### Routing congestion map, run 1

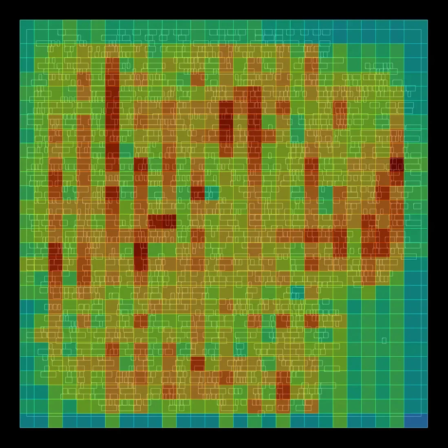
### Selected gate families, run 1

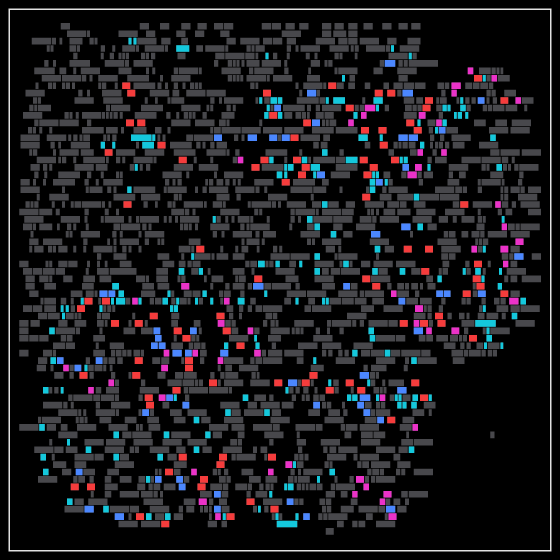
### Register map, names as in the netlist, run 1

Bar = 50 microns.
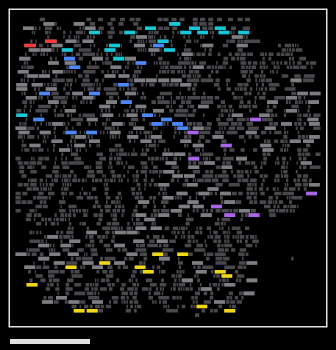
File: src/rtl/c_rotator_pkg.sv
// Shared constants for the inverse-FFT complex rotator: shift-add taps of the
// 1/sqrt(2) constant (181/256), rotation codes and pipeline depth.
package c_rotator_pkg;

  localparam int SH_A = 1;
  localparam int SH_B = 3;
  localparam int SH_C = 4;
  localparam int SH_D = 6;
  localparam int SH_E = 8;

  localparam int NUM_STAGES = 3;

  // Rotation by e^{+j*pi*k/4}
  typedef enum logic [1:0] {
    K_0    = 2'd0,
    K_PI4  = 2'd1,
    K_PI2  = 2'd2,
    K_3PI4 = 2'd3
  } rot_k_e;

endpackage

File: src/rtl/c_scale707.sv
// Two-stage shift-add multiply by 181/256: floored partial sums are registered,
// the final three-way add is combinational and lands in the consumer's stage.
module c_scale707
  import c_rotator_pkg::*;
#(
  parameter int WO = 17
) (
  input  logic          clk,
  input  logic          rst,
  input  logic          en,
  input  logic [WO-1:0] x,
  output logic [WO-1:0] y
);

  logic signed [WO-1:0] xs;
  logic signed [WO-1:0] p1_d, p1_q;
  logic signed [WO-1:0] p2_d, p2_q;
  logic signed [WO-1:0] p3_d, p3_q;

  assign xs = $signed(x);

  // Each term floors on its own, so the sum differs from floor(181*x/256).
  always_comb begin
    p1_d = p1_q;
    p2_d = p2_q;
    p3_d = p3_q;
    if (en) begin
      p1_d = (xs >>> SH_A) + (xs >>> SH_B);
      p2_d = (xs >>> SH_C) + (xs >>> SH_D);
      p3_d = xs >>> SH_E;
    end
  end

  always_ff @(posedge clk) begin
    if (!rst) begin
      p1_q <= '0;
      p2_q <= '0;
      p3_q <= '0;
    end else begin
      p1_q <= p1_d;
      p2_q <= p2_d;
      p3_q <= p3_d;
    end
  end

  assign y = p1_q + p2_q + p3_q;

endmodule

File: src/rtl/c_rotator.sv
// Pipelined multiplier-free rotator by e^{+j*pi*k/4} for the inverse 8-point FFT,
// three register stages with a single global enable for valid/ready backpressure.
module c_rotator
  import c_rotator_pkg::*;
#(
  parameter  int N = 4,
  localparam int W = 2 ** N
) (
  input  logic         clk,
  input  logic         rst,
  input  logic         in_valid,
  output logic         in_ready,
  input  logic [W-1:0] in_re,
  input  logic [W-1:0] in_im,
  input  logic [1:0]   in_k,
  output logic         out_valid,
  input  logic         out_ready,
  output logic [W:0]   out_re,
  output logic [W:0]   out_im
);

  logic         en;
  logic [W:0]   in_re_x, in_im_x;

  logic         v1_d, v1_q, v2_d, v2_q, ov_d, ov_q;
  logic [W-1:0] re1_d, re1_q, im1_d, im1_q;
  logic [W-1:0] re2_d, re2_q, im2_d, im2_q;
  logic [W:0]   dif1_d, dif1_q, sum1_d, sum1_q;
  rot_k_e       k1_d, k1_q, k2_d, k2_q;
  logic [W:0]   ore_d, ore_q, oim_d, oim_q;
  logic [W:0]   sc_dif, sc_sum, re2_x, im2_x;

  // The whole pipe stalls only when a valid output is being refused.
  assign en       = out_ready | ~ov_q;
  assign in_ready = en | ~rst;

  assign in_re_x = {in_re[W-1], in_re};
  assign in_im_x = {in_im[W-1], in_im};
  assign re2_x   = {re2_q[W-1], re2_q};
  assign im2_x   = {im2_q[W-1], im2_q};

  always_comb begin
    v1_d   = v1_q;
    re1_d  = re1_q;
    im1_d  = im1_q;
    dif1_d = dif1_q;
    sum1_d = sum1_q;
    k1_d   = k1_q;
    v2_d   = v2_q;
    re2_d  = re2_q;
    im2_d  = im2_q;
    k2_d   = k2_q;
    if (en) begin
      v1_d   = in_valid;
      re1_d  = in_re;
      im1_d  = in_im;
      dif1_d = in_re_x - in_im_x;
      sum1_d = in_re_x + in_im_x;
      k1_d   = rot_k_e'(in_k);
      v2_d   = v1_q;
      re2_d  = re1_q;
      im2_d  = im1_q;
      k2_d   = k1_q;
    end
  end

  c_scale707 #(.WO(W + 1)) u_scale_dif (
    .clk (clk),
    .rst (rst),
    .en  (en),
    .x   (dif1_q),
    .y   (sc_dif)
  );

  c_scale707 #(.WO(W + 1)) u_scale_sum (
    .clk (clk),
    .rst (rst),
    .en  (en),
    .x   (sum1_q),
    .y   (sc_sum)
  );

  // One extra bit of headroom keeps every negation and the scaled extremes exact.
  always_comb begin
    ov_d  = ov_q;
    ore_d = ore_q;
    oim_d = oim_q;
    if (en) begin
      ov_d = v2_q;
      case (k2_q)
        K_0: begin
          ore_d = re2_x;
          oim_d = im2_x;
        end
        K_PI4: begin
          ore_d = sc_dif;
          oim_d = sc_sum;
        end
        K_PI2: begin
          ore_d = -im2_x;
          oim_d = re2_x;
        end
        K_3PI4: begin
          ore_d = -sc_sum;
          oim_d = sc_dif;
        end
        default: begin
          ore_d = re2_x;
          oim_d = im2_x;
        end
      endcase
    end
  end

  always_ff @(posedge clk) begin
    if (!rst) begin
      v1_q   <= 1'b0;
      re1_q  <= '0;
      im1_q  <= '0;
      dif1_q <= '0;
      sum1_q <= '0;
      k1_q   <= K_0;
      v2_q   <= 1'b0;
      re2_q  <= '0;
      im2_q  <= '0;
      k2_q   <= K_0;
      ov_q   <= 1'b0;
      ore_q  <= '0;
      oim_q  <= '0;
    end else begin
      v1_q   <= v1_d;
      re1_q  <= re1_d;
      im1_q  <= im1_d;
      dif1_q <= dif1_d;
      sum1_q <= sum1_d;
      k1_q   <= k1_d;
      v2_q   <= v2_d;
      re2_q  <= re2_d;
      im2_q  <= im2_d;
      k2_q   <= k2_d;
      ov_q   <= ov_d;
      ore_q  <= ore_d;
      oim_q  <= oim_d;
    end
  end

  assign out_valid = ov_q;
  assign out_re    = ore_q;
  assign out_im    = oim_q;

endmodule

File: config.mk
export PLATFORM = sky130hd
export DESIGN_NAME = c_rotator
export DESIGN_NICKNAME = d
export VERILOG_FILES = /design/src/rtl/c_rotator_pkg.sv /design/src/rtl/c_scale707.sv /design/src/rtl/c_rotator.sv
export SDC_FILE = /design/constraint.sdc
export NUM_CORES = 1
export LEC_CHECK = 0
export CORE_MARGIN = 3
export CORE_UTILIZATION = 40
export CTS_BUF_LIST = sky130_fd_sc_hd__clkbuf_4 sky130_fd_sc_hd__clkbuf_8
export DETAILED_ROUTE_END_ITERATION = 8
export PLACE_DENSITY_LB_ADDON = 0.1
export SETUP_SLACK_MARGIN = 0.2
export SLEW_MARGIN = 20
export SYNTH_ARGS = -nofsm -noshare
export SYNTH_HDL_FRONTEND = slang
export SYNTH_HIERARCHICAL = 1
export SYNTH_SLANG_ARGS = --single-unit
File: constraint.sdc
create_clock -name clk -period 6.7 [get_ports clk]
set_input_delay 1.005 -clock clk [delete_from_list [all_inputs] [get_ports clk]]
set_output_delay 1.005 -clock clk [all_outputs]
set_load 0.02 [all_outputs]
==> metrics.yaml, run 1 <==
global_routing:
  grt-ovfl-total: 0
  grt_pass1_wl_mm: 68.8
  grt_max_degree: 90
  grt_pass1_vias: 12000
  grt_antenna_before_repair: 0
min_path:
  hp-start: "out_im[13]$_SDFFE_PN0P_"
  min_to: "out_im[13]$_SDFFE_PN0P_"
  min_path_cells: 2
  min_path_type: "register to register"
floorplan:
  rows: 69
  die_area_sq_um: 39100
  die_x_microns: 198
  coreArea_sq_um: 35900
  die_h_microns: 198
  fp_util: 0.409
  ios: 74
logic_synthesis:
  fp_nets: 1912
  avgSynthCellArea_sq_um: 8.45
  yosysWarnings: 6
  syn_inst: 1740
cts:
  ctsHoldBuffers: 0
  cts_resized: 0
  clk_latency_ps: 610
  post-cts-setup-buffers: 0
  cts_tree: "yes"
  clock_sinks: 213
  root_buffer: "clkbuf_8"
  clk_path_buf_depth: 3
  htree_levels: 2
  cts-buffers-inserted: 40
  clkTransAtPathRegs_ps: 60
final_layout:
  most-common-layout-cells: "nand2_1, dfxtp_1, a21oi_1"
  area_growth_pct: 11.5
  fillers: 3629
  final_nets: 1934
  insertedDiodeCount: 0
  layout_top_cell: "nand2_1"
  drive_above_1_share: 0.0895
  layout.cells.non_filler: 2249
route:
  first_pass_iters: 5
  viasPerCell: 5.56
  drt_iter0_markers: 886
  routed_wl_mm: 43.3
  drc: 0
  vias: 12500
placement:
  numPlacedInstances: 2181
  dp_slack_ps: 2290
  portBuffers: 73
  dp_hpwl_mm: 32.6
  gp_congestion: 0.903
pwr:
  p_per_area_nw_per_um2: 288
  p_leak_nw: 6.99
  power_w: 0.00472
  ir_worst_vdd_v: 0.000130
worst_setup_path:
  rrSetupSlack_ps: 2350
  r2r-start: "u_scale_sum/p1_q[16]$_SDFFE_PN0P_"
  cpPeakStageDelay_ps: 780
  end_kind: "register"
  critPathLaunchType: "register"
  critPathRequiredTime_ps: 7140
  crit_fanout: 16
  rr_worst_depth: 14
  crit_chain: "fa_1 > ha_1 > and3_1 > o211ai_1 > a31oi_1 > nor2_1 > xnor2_1 > or3_1 > or4_4 > nor3_2 > xor2_1 > o22ai_1 > o22ai_1 > nor2_1"
  rr_endpoint: "out_re[16]$_SDFFE_PN0P_"
  slowest_stage: "dfxtp_1"
  cp.arrival_ps: 4790
  crit_type: "register to register"
final_timing:
  fmax_mhz: 230
  finClkSkew_ps: 39.7
  setup_tns_ps: 0
  setup_viol: 0
  fin_crit_ps: 4350
  max_slew_margin: 0.306
  fin_crit_sh: 0.650
  layout_setup_ws_ps: 2350
  worst_pin_slew_ps: 1040
  slew_violations: 0
  rsz0062_at_grt: "false"
flow_run:
  warning_count: 47
  maxCapViolCount: 0
run_status:
  outcome: "finished, final reports clean"
Back to the opening pictures, 'Routing congestion map':
routing usage on met3: 0.0376
wire per inst: 19.2 microns
GRT Resource Usage Total: 0.222
Util after Layout: 0.457

Back to the opening pictures, 'Selected gate families':
family	color	cells	most used
XOR/XNOR gates	red	97	xnor2_1
AND-OR and OR-AND gates	blue	61	a21o_1
NOR gates	cyan	177	nor2_1
AND and OR gates	magenta	54	or3_1

Back to the opening pictures, 'Register map, names as in the netlist':
signal	color	placed flops
u_scale_dif/p2_q	yellow	13
out_im	cyan	17
u_scale_sum/p3_q	purple	8
re2_q	blue	16
k2_q	red	2
not colored	157

==> run 1: routing by layer <==
layer	vias to the layer above	routed length, microns	share of wire	global-route usage
li1	6187	-	-	-
met1	5952	21200	0.49	0.325
met2	297	18900	0.44	0.337
met3	70	2000	0.046	0.0376
met4	0	1100	0.025	0.0621
met5	-	0	0	0
==> run 1: power by group <==
part / leakage, nW / total (W) / internal (W) / switching (W)
Clock: 0.433 / 0.00131 / 0.000732 / 0.000583
Combinational: 4.79 / 0.00184 / 0.000719 / 0.00112
Sequential: 1.76 / 0.00157 / 0.00142 / 0.000149
==> run 1: sequential cells by signal, summed over array words and instances, names as in the netlist, 2 cells and up <==
register	cells
im1_q	16
u_scale_dif/p1_q	17
im2_q	16
k1_q	2
u_scale_dif/p2_q	13
out_re	17
dif1_q	16
out_im	17
u_scale_sum/p1_q	17
u_scale_dif/p3_q	8
k2_q	2
sum1_q	16
u_scale_sum/p3_q	8
re1_q	16
re2_q	16
u_scale_sum/p2_q	13
==> run 1: per-stage QoR <==
step | utilization | area (sq um) | hold slack (ps)
CTS | 0.456 | 16400 | 451
detailed placement | 0.434 | 15600 | 442
global route | 0.457 | 16400 | 472
floorplan | - | 14700 | 429
finish | 0.457 | 16400 | 448
global placement | 0.434 | 15600 | 440
==> run 1: critical path: cells and delay by family, from the launching register on <==
family | cells | cell delay, ps
flip-flops | 1 | 780
AND/OR/NAND/NOR | 6 | 1480
XOR/XNOR | 2 | 360
AND-OR/OR-AND | 4 | 620
adder cells (fa/ha/maj) | 2 | 960
==> run 1: worst max path at each step <==
stage / start / to / slack, ps
3_3_place_gp: out_ready / in_ready / 2290
5_1_grt: u_scale_sum/p1_q[16]$_SDFFE_PN0P_ / out_re[16]$_SDFFE_PN0P_ / 2010
2_1_floorplan: u_scale_sum/p1_q[1]$_SDFFE_PN0P_ / out_re[16]$_SDFFE_PN0P_ / 2920
3_5_place_dp: out_ready / in_ready / 2290
6_report: u_scale_sum/p1_q[16]$_SDFFE_PN0P_ / out_re[16]$_SDFFE_PN0P_ / 2350
4_1_cts: out_ready / in_ready / 2290
==> run 1: final cells by class <==
cell class,count,area (sq um),share of cell area
Multi-Input combinational cell,1353,9670,0.590
Sequential cell,213,4270,0.260
Timing Repair Buffer,82,793,0.0484
Clock buffer,59,718,0.0438
Tap cell,461,577,0.0352
Inverter,72,277,0.0169
Clock inverter,9,93.8,0.00572
==> inputs of run 2 (changes only) <==
==> constraint.sdc (replaced) <==
create_clock -name clk -period 4 [get_ports clk]
set_input_delay 0.6 -clock clk [delete_from_list [all_inputs] [get_ports clk]]
set_output_delay 0.6 -clock clk [all_outputs]
set_load 0.02 [all_outputs]
==> run 2 against run 1 <==
Clock power is 72% higher. Clock skew is 7.4 ps lower. Combinational power up 78%. Hold slack worse by 20 ps. Die size unchanged.
==> metrics.yaml, run 2 <==
route:
  vias: 12500  # +0.30%
  drc: 0  # unchanged
  drt_iter0_markers: 926  # +4.5%
  viasPerCell: 5.53  # -0.62%
  routedWlPerCell_microns: 19.4  # +0.96%
  first_pass_iters: 5  # unchanged
placement:
  dp_hpwl_mm: 32.9  # +0.96%
  gp_congestion: 0.867  # -4.0%
  portBuffers: 73  # unchanged
final_timing:
  setup_viol: 0  # unchanged
  worst_pin_slew_ps: 994  # -47.7 ps
  worst_hold_slack_ps: 429  # -19.7 ps
  max_slew_margin: 0.337  # +0.0318
  fin_crit_ps: 3900  # -456 ps
  fin_crit_sh: 0.974  # +0.325
  fmax_mhz: 257  # +12%
final_layout:
  insertedDiodeCount: 0  # unchanged
  area_growth_pct: 13.3
  utilization: 0.464  # +0.00739
worst_setup_path:
  crit_chain: "inv_1 > fa_1 > inv_1 > ha_1 > inv_1 > fa_2 > nor2b_2 > o211ai_1 > a21bo_2 > a21oi_2 > xor2_1 > or3_1 > buf_4 > buf_4 > nor4_4 > xnor2_1 > a31oi_1 > o32ai_1 > a22o_1"
  critPathRequiredTime_ps: 4490  # -2650 ps
  critPathLaunchType: "register"
  crit_type: "register to register"
  end_kind: "register"
  slowest_stage: "fa_1"
  cp.arrival_ps: 4390  # -400 ps
  crit_fanout: 4  # -12
  path_buffers: 5  # +5
  cpPeakStageDelay_ps: 410  # -370 ps
global_routing:
  grt_max_degree: 116  # +29%
  grt_pass1_vias: 12200  # +1.3%
  grt_pass1_wl_mm: 69.6  # +1.2%
floorplan:
  die_h_microns: 198  # unchanged
  die_area_sq_um: 39100  # unchanged
  rows: 69  # unchanged
  die_x_microns: 198  # unchanged
  fp_util: 0.409  # unchanged
  coreArea_sq_um: 35900  # unchanged
logic_synthesis:
  syn_inst: 1740  # unchanged
  avgSynthCellArea_sq_um: 8.45  # unchanged
  yosysWarnings: 6  # unchanged
flow_run:
  maxCapViolCount: 0  # unchanged
  warning_count: 52  # +11%
run_status:
  outcome: "finished, final reports clean"
cts:
  root_buffer: "clkbuf_8"
  clk_latency_ps: 600  # about the same
  clock_sinks: 213  # unchanged
  cts-buffers-inserted: 41  # +2.5%
  clkTransAtPathRegs_ps: 60  # about the same
  clk_path_buf_depth: 3  # unchanged
pwr:
  p_per_area_nw_per_um2: 490  # +70%
  p_leak_nw: 7.13  # +2.0%
  ir_worst_vdd_v: 0.000244  # +88%
min_path:
  min_path_type: "register to register"
==> run 2: timing repair <==
item / 4_1_cts / 5_1_grt
endpoints found under the setup margin: 4 / 8
buffers inserted: 2 / 3
resized: 4 / 11
pin swaps: 7 / 7
==> run 2: cell type report <==
class                      instances  area, sq um
clock buffer                      59          737
clock inverter                     9         91.3
sequential                       213         4270
inverter                          72          277
timing repair buffer             103          976
fill                            3638        19300
multi-input combinational       1353         9740
tap                              461          577
==> run 2: worst paths after layout <==
path	startpoint	end	slack, ps	depth (start not counted)
max	u_scale_sum/p1_q[0]$_SDFFE_PN0P_	out_re[14]$_SDFFE_PN0P_	100	19
min	re1_q[12]$_SDFFE_PN0P_	re2_q[12]$_SDFFE_PN0P_	430	2
max reg2reg	u_scale_sum/p1_q[0]$_SDFFE_PN0P_	out_re[14]$_SDFFE_PN0P_	100	19
min reg2reg	re1_q[12]$_SDFFE_PN0P_	re2_q[12]$_SDFFE_PN0P_	430	2
==> run 2: power by group <==
group,switching [W],internal [W]
logic,0.00194,0.00134
clock network,0.000996,0.00125
registers,0.000253,0.00238
==> run 2: metrics by stage <==
| step | cell area [sq um] | instances | worst slack [ps] | total power (W) | TNS [ps] |
|---|---|---|---|---|---|
| 4_1_cts | 16600 | 2267 | 210 | 0.00816 | 0 |
| 2_1_floorplan | 14700 | 1740 | 218 | 0.00480 | 0 |
| 5_1_grt | 16700 | 2270 | -25.9 | 0.00868 | -37.0 |
| 6_report | 16700 | 2270 | 103 | 0.00816 | 0 |
| 3_3_place_gp | 15700 | 2197 | 38.6 | 0.00581 | 0 |
| 3_5_place_dp | 15700 | 2197 | 36.2 | 0.00583 | 0 |
==> run 2: worst reg2reg max path, cell delays in order (launching register included) <==
cell	delay, ps
dfxtp_1	320
inv_1	60
fa_1	410
inv_1	70
ha_1	160
inv_1	80
fa_2	400
nor2b_2	150
o211ai_1	150
a21bo_2	250
a21oi_2	130
xor2_1	100
or3_1	410
buf_4	150
buf_4	140
nor4_4	240
xnor2_1	120
a31oi_1	170
o32ai_1	100
a22o_1	200
==> run 2: per-layer routing <==
layer	track usage	share of wire	wire (microns)	vias to the layer above
met4	0.0469	0.015	681	0
li1	-	-	-	6225
met3	0.0415	0.057	2530	53
met1	0.326	0.48	21100	5972
met2	0.352	0.45	19800	294
met5	0	0	0	-
### Selected gate families, run 2

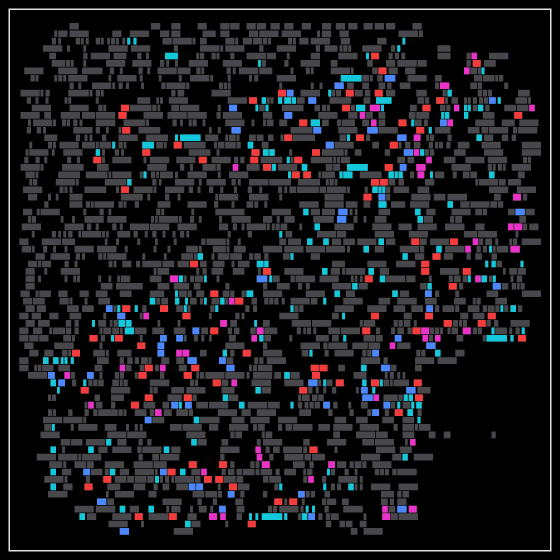
family	color	cells	most used
NOR gates	cyan	177	nor2_1
XOR/XNOR gates	red	97	xnor2_1
AND-OR and OR-AND gates	blue	61	a21o_1
AND and OR gates	magenta	54	or3_1
logic share of the area: 0.584
dominant logic cell type in the layout: nand2_1
non-filler cells, final: 2270

### Met2 routing, run 2

Bar = 50 microns.
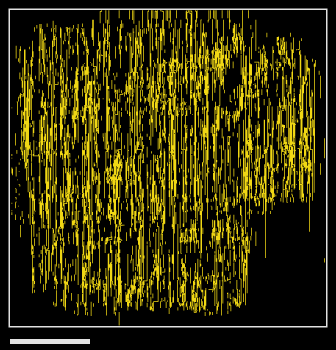
main direction	vertical
wire length on this layer	19800 microns

### Signal wires on met3, run 2

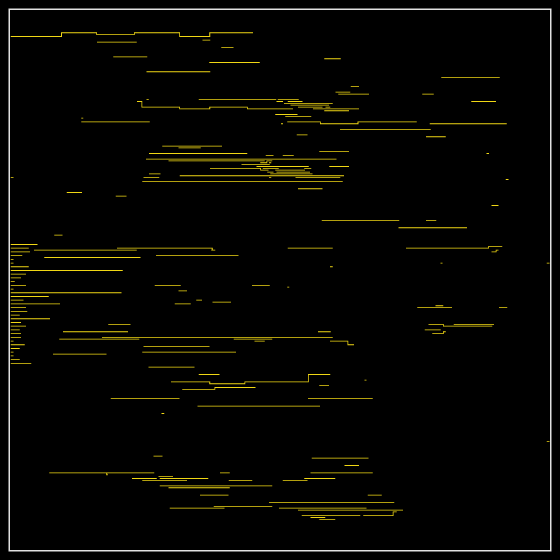
share of all routed wire	5.7%
wire length on this layer	2530 microns

No activity file was given, so power comes from the tool's default toggle rates.
